===== src/rtl/memgame_pkg.sv =====
// Shared types and constants for the memory card game (controller and renderer).
package memgame_pkg;

  localparam int unsigned NUM_CARDS = 20;
  localparam int unsigned NUM_ROWS  = 4;
  localparam int unsigned NUM_COLS  = 5;
  localparam int unsigned NUM_PAIRS = 10;

  typedef enum logic [1:0] {
    HIDDEN   = 2'd0,
    REVEALED = 2'd1,
    MATCHED  = 2'd2
  } card_state_t;

  typedef enum logic [1:0] {
    PICK1,
    PICK2,
    SHOW,
    WIN
  } fsm_t;

  // Pair id of deal entry idx; entries are 5 bits wide, two cards share each id.
  function automatic logic [3:0] pair_id(input logic [99:0] order, input logic [4:0] idx);
    logic [6:0] base;
    logic [4:0] entry;
    base  = 7'(idx) * 7'd5;
    entry = order[base +: 5];
    return entry[4:1];
  endfunction

endpackage


===== src/rtl/memgame_controller_button_conditioner.sv =====
// Raw button -> 2-flop synchroniser -> debounce -> one-clock rising-edge pulse.
module button_conditioner #(
  parameter int unsigned DEBOUNCE_CYCLES = 500_000
) (
  input  logic clock_50M,
  input  logic reset,
  input  logic btn_raw,
  output logic btn_pulse
);

  localparam int unsigned CntW = (DEBOUNCE_CYCLES > 1) ? $clog2(DEBOUNCE_CYCLES) : 1;
  localparam logic [CntW-1:0] CntLast = CntW'(DEBOUNCE_CYCLES - 1);

  logic            sync1_q, sync2_q;
  logic            stable_q, stable_prev_q, pulse_q;
  logic [CntW-1:0] cnt_q;

  always_ff @(posedge clock_50M or posedge reset) begin
    if (reset) begin
      sync1_q       <= 1'b0;
      sync2_q       <= 1'b0;
      stable_q      <= 1'b0;
      stable_prev_q <= 1'b0;
      pulse_q       <= 1'b0;
      cnt_q         <= '0;
    end else begin
      sync1_q <= btn_raw;
      sync2_q <= sync1_q;
      // Accept a new level only after it has differed for DEBOUNCE_CYCLES clocks in a row.
      if (sync2_q == stable_q) begin
        cnt_q <= '0;
      end else if (cnt_q == CntLast) begin
        stable_q <= sync2_q;
        cnt_q    <= '0;
      end else begin
        cnt_q <= cnt_q + 1'b1;
      end
      stable_prev_q <= stable_q;
      pulse_q       <= stable_q & ~stable_prev_q;
    end
  end

  assign btn_pulse = pulse_q;

endmodule


===== src/rtl/memgame_controller.sv =====
// Memory game logic: cursor, per-card state and pick/compare/flip-back FSM.
// Define MEMGAME_ATTEMPT_COUNT_EN to enable the saturating attempts counter.
module memgame_controller
  import memgame_pkg::*;
#(
  parameter int unsigned DEBOUNCE_CYCLES = 500_000,
  parameter int unsigned SHOW_CYCLES     = 50_000_000
) (
  input  logic         clock_50M,
  input  logic         reset,
  input  logic         select,
  input  logic         move_x,
  input  logic         move_y,
  input  logic [99:0]  card_order,
  output logic [4:0]   cursor_pos,
  output logic [39:0]  card_state,
  output logic [3:0]   pairs_found,
  output logic         busy,
  output logic         game_over,
  output logic [7:0]   attempts
);

  localparam int unsigned ShowW = (SHOW_CYCLES > 1) ? $clog2(SHOW_CYCLES) : 1;

  logic sel_p, mx_p, my_p;

  button_conditioner #(.DEBOUNCE_CYCLES(DEBOUNCE_CYCLES)) u_sel (
    .clock_50M(clock_50M), .reset(reset), .btn_raw(select), .btn_pulse(sel_p)
  );
  button_conditioner #(.DEBOUNCE_CYCLES(DEBOUNCE_CYCLES)) u_mx (
    .clock_50M(clock_50M), .reset(reset), .btn_raw(move_x), .btn_pulse(mx_p)
  );
  button_conditioner #(.DEBOUNCE_CYCLES(DEBOUNCE_CYCLES)) u_my (
    .clock_50M(clock_50M), .reset(reset), .btn_raw(move_y), .btn_pulse(my_p)
  );

  fsm_t                       fsm_q;
  logic [4:0]                 cursor_q, cursor_d, first_q, second_q;
  logic [2*NUM_CARDS-1:0]     cards_q;
  logic [3:0]                 pairs_q;
  logic                       busy_q, game_over_q;
  logic [ShowW-1:0]           show_cnt_q;

  logic [5:0] cur_base, first_base, second_base;
  logic [1:0] cur_card;
  logic       pick2_sel, redeal, pair_match;

  assign cur_base    = {cursor_q, 1'b0};
  assign first_base  = {first_q, 1'b0};
  assign second_base = {second_q, 1'b0};
  assign cur_card    = cards_q[cur_base +: 2];
  assign pick2_sel   = (fsm_q == PICK2) && sel_p && (cur_card == HIDDEN);
  assign redeal      = (fsm_q == WIN) && sel_p;
  assign pair_match  = pair_id(card_order, first_q) == pair_id(card_order, cursor_q);

  // move_x takes priority; rows wrap within a column, columns wrap across the board.
  always_comb begin
    cursor_d = cursor_q;
    if (mx_p) begin
      cursor_d = (cursor_q < 5'(NUM_ROWS)) ? cursor_q + 5'(NUM_ROWS * (NUM_COLS - 1))
                                           : cursor_q - 5'(NUM_ROWS);
    end else if (my_p) begin
      cursor_d = (cursor_q[1:0] == 2'(NUM_ROWS - 1)) ? cursor_q - 5'(NUM_ROWS - 1)
                                                     : cursor_q + 5'd1;
    end
  end

  always_ff @(posedge clock_50M or posedge reset) begin
    if (reset) begin
      fsm_q       <= PICK1;
      cursor_q    <= '0;
      first_q     <= '0;
      second_q    <= '0;
      cards_q     <= '0;
      pairs_q     <= '0;
      busy_q      <= 1'b0;
      game_over_q <= 1'b0;
      show_cnt_q  <= '0;
    end else begin
      cursor_q <= redeal ? 5'd0 : cursor_d;
      case (fsm_q)
        PICK1: begin
          if (sel_p && cur_card == HIDDEN) begin
            cards_q[cur_base +: 2] <= REVEALED;
            first_q                <= cursor_q;
            fsm_q                  <= PICK2;
          end
        end
        PICK2: begin
          if (pick2_sel) begin
            second_q <= cursor_q;
            if (pair_match) begin
              cards_q[first_base +: 2] <= MATCHED;
              cards_q[cur_base +: 2]   <= MATCHED;
              pairs_q                  <= pairs_q + 4'd1;
              if (pairs_q == 4'(NUM_PAIRS - 1)) begin
                fsm_q       <= WIN;
                game_over_q <= 1'b1;
              end else begin
                fsm_q <= PICK1;
              end
            end else begin
              cards_q[cur_base +: 2] <= REVEALED;
              show_cnt_q             <= ShowW'(SHOW_CYCLES - 1);
              busy_q                 <= 1'b1;
              fsm_q                  <= SHOW;
            end
          end
        end
        SHOW: begin
          if (show_cnt_q == '0) begin
            cards_q[first_base +: 2]  <= HIDDEN;
            cards_q[second_base +: 2] <= HIDDEN;
            busy_q                    <= 1'b0;
            fsm_q                     <= PICK1;
          end else begin
            show_cnt_q <= show_cnt_q - 1'b1;
          end
        end
        WIN: begin
          if (sel_p) begin
            cards_q     <= '0;
            pairs_q     <= '0;
            game_over_q <= 1'b0;
            fsm_q       <= PICK1;
          end
        end
      endcase
    end
  end

`ifdef MEMGAME_ATTEMPT_COUNT_EN
  logic [7:0] attempts_q;

  always_ff @(posedge clock_50M or posedge reset) begin
    if (reset) begin
      attempts_q <= '0;
    end else if (redeal) begin
      attempts_q <= '0;
    end else if (pick2_sel && attempts_q != 8'hFF) begin
      attempts_q <= attempts_q + 8'd1;
    end
  end

  assign attempts = attempts_q;
`else
  assign attempts = 8'd0;
`endif

  assign cursor_pos  = cursor_q;
  assign card_state  = cards_q;
  assign pairs_found = pairs_q;
  assign busy        = busy_q;
  assign game_over   = game_over_q;

endmodule


===== config.mk =====
export PLATFORM = sky130hd
export DESIGN_NAME = memgame_controller
export DESIGN_NICKNAME = d
export VERILOG_FILES = /design/src/rtl/memgame_pkg.sv /design/src/rtl/memgame_controller_button_conditioner.sv /design/src/rtl/memgame_controller.sv
export SDC_FILE = /design/constraint.sdc
export NUM_CORES = 1
export LEC_CHECK = 0
export CAP_MARGIN = 15
export CORE_ASPECT_RATIO = 0.6
export CORE_MARGIN = 2
export CORE_UTILIZATION = 33
export CTS_CLUSTER_DIAMETER = 100
export DETAILED_ROUTE_END_ITERATION = 6
export SLEW_MARGIN = 25
export SYNTH_ARGS = -nofsm -noshare
export SYNTH_HDL_FRONTEND = slang
export SYNTH_SLANG_ARGS = --single-unit
export TNS_END_PERCENT = 5

===== constraint.sdc =====
create_clock -name clock_50M -period 6.2 [get_ports clock_50M]
set_input_delay 1.86 -clock clock_50M [delete_from_list [all_inputs] [get_ports clock_50M]]
set_output_delay 1.86 -clock clock_50M [all_outputs]
set_load 0.005 [all_outputs]

Fig. 1: run 1, routing congestion map
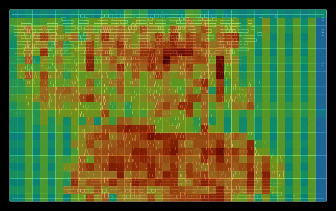
post-detailed-route wirelength per cell: 24.3 µm
most used routing layer: met1
global-route track usage on met3: 9.92%

Fig. 2: run 1, sequential cells colored by netlist name
Drawn at 2 px/µm. Other sequential cells in the stronger gray, the rest of the logic in the fainter gray.
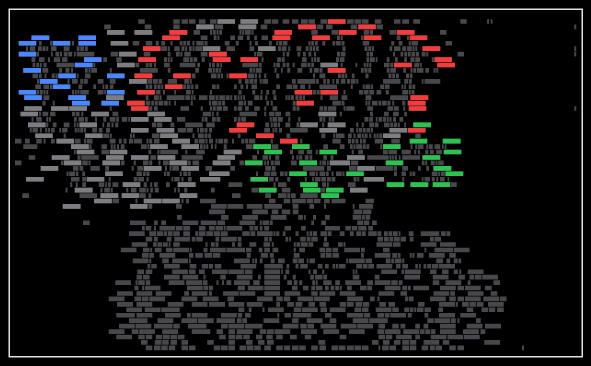
legend:
  red:
    netlist_name: `card_state`
    placed_flops: 40
  green:
    netlist_name: `show_cnt_q`
    placed_flops: 26
  blue:
    netlist_name: `u_sel.cnt_q`
    placed_flops: 19
    where: upper left

Fig. 3: run 1, M4 wires
Drawn at 2 px/µm. Supply wires on this layer in gray.
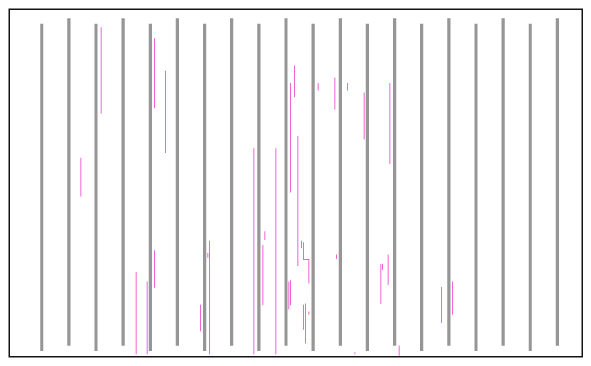
share of all routed wire: 1.6%
wire length on this layer: 928 µm
main direction: vertical

Fig. 4: run 1, wiring by layer
Drawn at 2 px/µm. Two of the layers only.
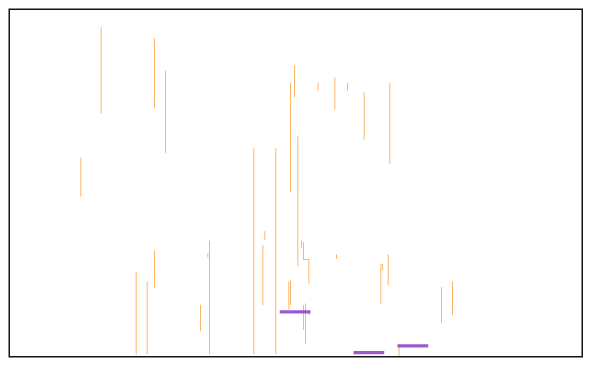
legend:
  orange:
    layer: M4
    wire_length: 928 µm
  purple:
    layer: M5
    wire_length: 41.4 µm

==> summary.txt, run 1 <==
Entry: Yosys synthesis followed by OpenROAD place and route.

Synth:
- The run gives the cell type with the largest total area after synthesis as sky130_fd_sc_hd__dfrtp_1.
- The run puts the multiplexer fraction of the synthesized cell area at 31.0%.
- Sorting the synthesis cell report by count puts at the top sky130_fd_sc_hd__nor2_1.
- The run gives the proportion of synthesized flip-flops having asynchronous set or reset as 100%.
- The run gives the post-synthesis chip area from yosys as 15700 µm².
- The run puts the count of unique library cells instantiated by Yosys at 85.

Power and ir drop:
- Cell internal power was estimated by the tool at 1890 µW.
- The run puts the share of power burned in registers at 42.5%.
- The run gives the power density over the cells as 137 nW/µm².
- The run puts the combinational cell fraction of total power at 13.5%.
- The run puts the net switching fraction of the power at 24.7%.

Timing:
- The run puts the final critical-path share of the clock period at 87.4%.
- The run puts the final max-slew violation count at 0.
- The run puts the normalized max-slew margin at 23.5%.

Placement:
- The run gives the post-placement cell area as 17800 µm².
- The run gives the number of buffers inserted by port buffering as 154.
- The run puts the HPWL after detailed placement at 41800 µm.

Detailed routing:
- The run gives the first-pass detailed-route iteration total as 7.
- The run puts the total length of routed met2 wires at 22500 µm.

Run status:
- The flow ran to the end, and the final reports show no timing, DRC or antenna violations.

Worst setup path:
- The run gives the total buffers and inverters traversed by the critical path as 2.
- For the worst reg-to-reg path, the endpoint reported by OpenROAD is card_state[10].
- The run puts the peak fanout along the critical path at 34.
- Walking the worst path, the cells encountered are ha_4 -> ha_1 -> fa_1 -> nand2b_1 -> a31o_2 -> o21ai_0 -> a2111oi_1 -> buf_4 -> o22ai_1 -> xor2_1 -> nor4_4 -> buf_12 -> a21boi_0 -> a211oi_1 -> a21o_1.
- The run gives the element type at the critical path start as a flip-flop.
- According to the timing report, the arrival time at the worst endpoint equals 5.75 ns.
- The run gives the cell at the slowest stage of the critical path as sky130_fd_sc_hd__fa_1.
- According to the timing report, the critical path is launched from cursor_pos[0].
- The longest incremental delay of any stage on the critical path is reported as 0.81 ns.

Global routing:
- The run puts the maximum number of pins on one net before global-route repair at 162.
- The initial antenna violation count is 10.
- The run gives the number of global-route vias before repair as 13900.
- The first global-routing pass estimated 87800 µm of wire.

Final layout:
- The run puts the total number of nets in the final design at 1832.
- The run gives the commonest non-fill, non-tap cell in the layout as sky130_fd_sc_hd__nor2_1.
- Non-clock inverters in the final layout number 28.
- The run puts the antenna diode count at 5.
- Clock buffers in the final layout number 22.
- The run gives the portion of the layout cell area used by clock cells as 3.28%.
- The run gives the share of layout cells above drive strength 1 as 16.3%.
- The run puts the area used by multi-input combinational logic at 10900 µm².
- The run gives the post-route non-filler standard cell count as 2338.

Worst hold path:
- In the hold timing report, the worst path depth is 0.
- Hold analysis lists the worst path endpoint as u_my.sync2_q.

Clock network:
- Post-CTS timing repair inserted 0 buffers for setup.
- For the worst-skew pair, the clock arrives at the later sink with an insertion delay of 0.44 ns.

Floorplanning:
- The floorplan step set the die width to 286 µm.
- The run puts the area of the core region at 46600 µm².
- The run puts the fraction of the core area occupied by cells at floorplan at 33.7%.
==> run 1 -> run 2 <==
CORE_UTILIZATION = 43   (was 33)
PLACE_DENSITY = 0.66   (was not set)
Fig. 5: run 2, wiring by layer
Drawn at 2 px/µm. Two of the layers only.
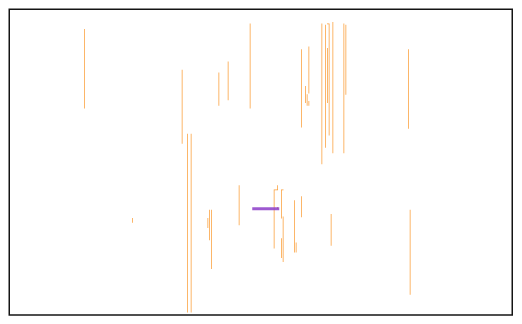
legend:
  orange:
    layer: M4
    wire_length: 1080 µm
  purple:
    layer: M5
    wire_length: 12.0 µm

Fig. 6: run 2, routing congestion map
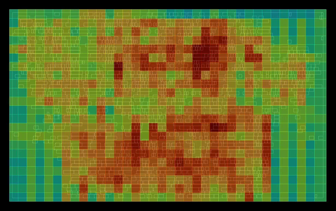
post-layout utilization of the core: 50.1%
post-detailed-route wirelength per cell: 24.0 µm
met2 GRT Util: 35.7%
met1 layer usage reported by global route: 41.5%

Fig. 7: run 2, signal wires on met1
Drawn at 3 px/µm. Supply wires on this layer in gray. Cells faint in the background.
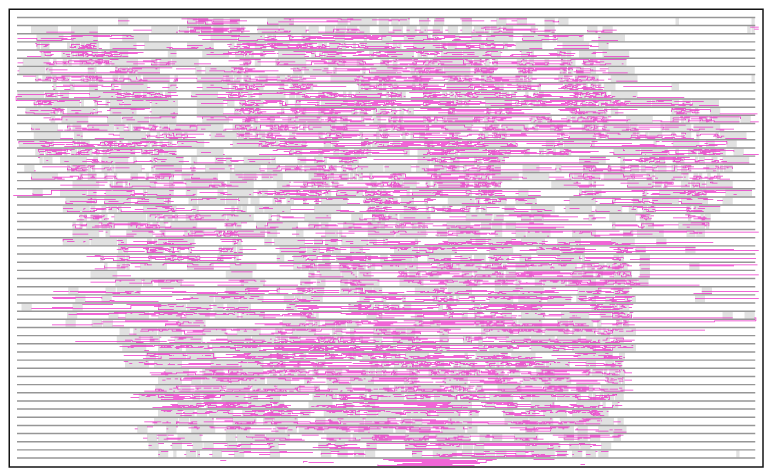
longest straight run: 54.3 µm
share of all routed wire: 44%
wire length on this layer: 23.2 mm
main direction: horizontal

==> run 2 against run 1 <==
  * Die area shrank 23%
  * Sequential power hardly changed
  * Total power down 1.2%
  * Final area down 1.4%
  * Critical endpoint is now card_state[32]
  * Largest cell class unchanged
==> summary.txt, run 2 <==
Entry: Yosys synthesis followed by OpenROAD place and route.

Run status:
- The flow ran to the end, and the final reports show no timing, DRC or antenna violations.

Final layout:
- The run gives the area used by multi-input combinational logic as 10900 µm².
- The library cell used most frequently in the layout, excluding fill and tap cells, is sky130_fd_sc_hd__nor2_1.
- The final layout report lists a clock buffer count of 18.
- Of the cells placed in the final design, the portion with a size suffix greater than 1 is 16.1%.
- After the last flow step, the layout net total stands at 1821.
- The run puts the antenna diode count at 10.
- The run gives the post-route non-filler standard cell count as 2180.
- The run puts the portion of the layout cell area used by clock cells at 3.32%.
- The run puts the design area at 18100 µm².
- The run gives the number of signal-net inverters in the final layout as 28.
- The run gives the number of combinational gates with multiple inputs as 1285.

Placement:
- Input and output buffers added on the ports amount to 154.
- The run puts the last weighted congestion value of the routability-driven placer at 0.997.
- The run puts the post-placement cell area at 17500 µm².
- The run gives the worst setup timing slack at the placement stage as 0.515 ns.
- The run puts the HPWL after detailed placement at 38300 µm.

Synth:
- The run gives the proportion of synthesized flip-flops having asynchronous set or reset as 100%.
- The average instance in the mapped netlist occupies 9.91 µm².
- The run gives the post-synthesis chip area from yosys as 15700 µm².
- The run gives the most common cell in the synthesized netlist as sky130_fd_sc_hd__nor2_1.
- The run gives the area fraction in full adders, half adders and majority gates as 2.88%.
- The run puts the multiplexer fraction of the synthesized cell area at 31.0%.
- Summed over all instances, the cell type with the most area after synthesis is sky130_fd_sc_hd__dfrtp_1.
- The run gives the fraction of synthesized cell area taken by the top area cell type as 25.6%.
- The netlist uses 85 different library cells.
- The commonest cells after synthesis are sky130_fd_sc_hd__nor2_1 (162), sky130_fd_sc_hd__dfrtp_1 (161), sky130_fd_sc_hd__mux4_2 (154).
- The run puts the simple-gate area share of the yosys netlist at 15.8%.

Timing:
- The run puts the final critical-path share of the clock period at 86.6%.
- Per the slew report, the remaining headroom to the max-slew limit stands at 27.5%.
- Max-slew check failures listed in the final report amount to 0.

Clock network:
- The run puts the register clock-pin slew on the reported worst setup and hold paths at 0.08 ns.
- The run puts the number of hold buffers added after cts at 0.
- At the later pin of the worst-skew pair, clock insertion delay measures 0.45 ns.
- The run puts the clock sink count at 161.
- The run puts the total setup buffers inserted after CTS at 0.
- CTS reports a maximum clock tree buffer depth of 2.

Power and ir drop:
- The run gives the combinational cell fraction of total power as 13.3%.
- The run gives the net switching fraction of the power as 27.2%.
- The run gives the power density over the cells as 137 nW/µm².
- The script extracted a total leakage power of 0.00628 µW.
- The run puts the share of power burned in registers at 42.9%.
- The run puts the total internal power at 1810 µW.

Worst setup path:
- The endpoint identified for the worst register-to-register timing path is card_state[32].
- The critical path goes through clkdlybuf4s50_1 -> mux4_2 -> mux4_2 -> mux2i_1 -> a211o_1 -> o31ai_1 -> xor2_1 -> nor4_4 -> buf_4 -> nand2_1 -> o21ai_0 -> nand3_1.
- The run gives the peak fanout along the critical path as 22.
- The largest single stage delay on the critical path is 0.71 ns.
- The timing report shows that the slowest cell on the worst path is sky130_fd_sc_hd__clkdlybuf4s50_1.
- The run puts the total buffers and inverters traversed by the critical path at 2.
- The run gives the element type at the critical path start as a primary input.
- Tracing the worst setup path back leads to its startpoint at card_order[98].
- The worst setup path is captured at a flip-flop.
- The most critical setup path has its endpoint at card_state[32].
- For the worst setup path, the data arrival time is 5.69 ns.

Worst hold path:
- The run gives the end point of the worst hold path as u_sel.sync2_q.
- The run gives the number of cells on the worst hold path as 0.
- In this run the worst hold path is classified as flip-flop to flip-flop.

Global routing:
- The run gives the global-route track usage on met3 as 10.4%.
- The run gives the initial antenna violation count as 11.
- After global routing, the most crowded layer is met1.
- The run puts the number of global-route vias before repair at 13300.
- Entering global routing, the biggest net connects 70 pins.
- The run puts the first-pass GRT wire length at 81100 µm.

Run:
- The run puts the number of max-cap violations at 0.

Detailed routing:
- The run gives the first-pass detailed-route iteration total as 5.
- Wire segments on met2 add up to 21400 µm in the final route.

Floorplanning:
- The run gives the die outline width as 251 µm.
- The run puts the fraction of the core area occupied by cells at floorplan at 43.5%.
- The run puts the area of the core region at 36100 µm².
Power figures rest on the tool's default switching activity, not on a simulated workload.
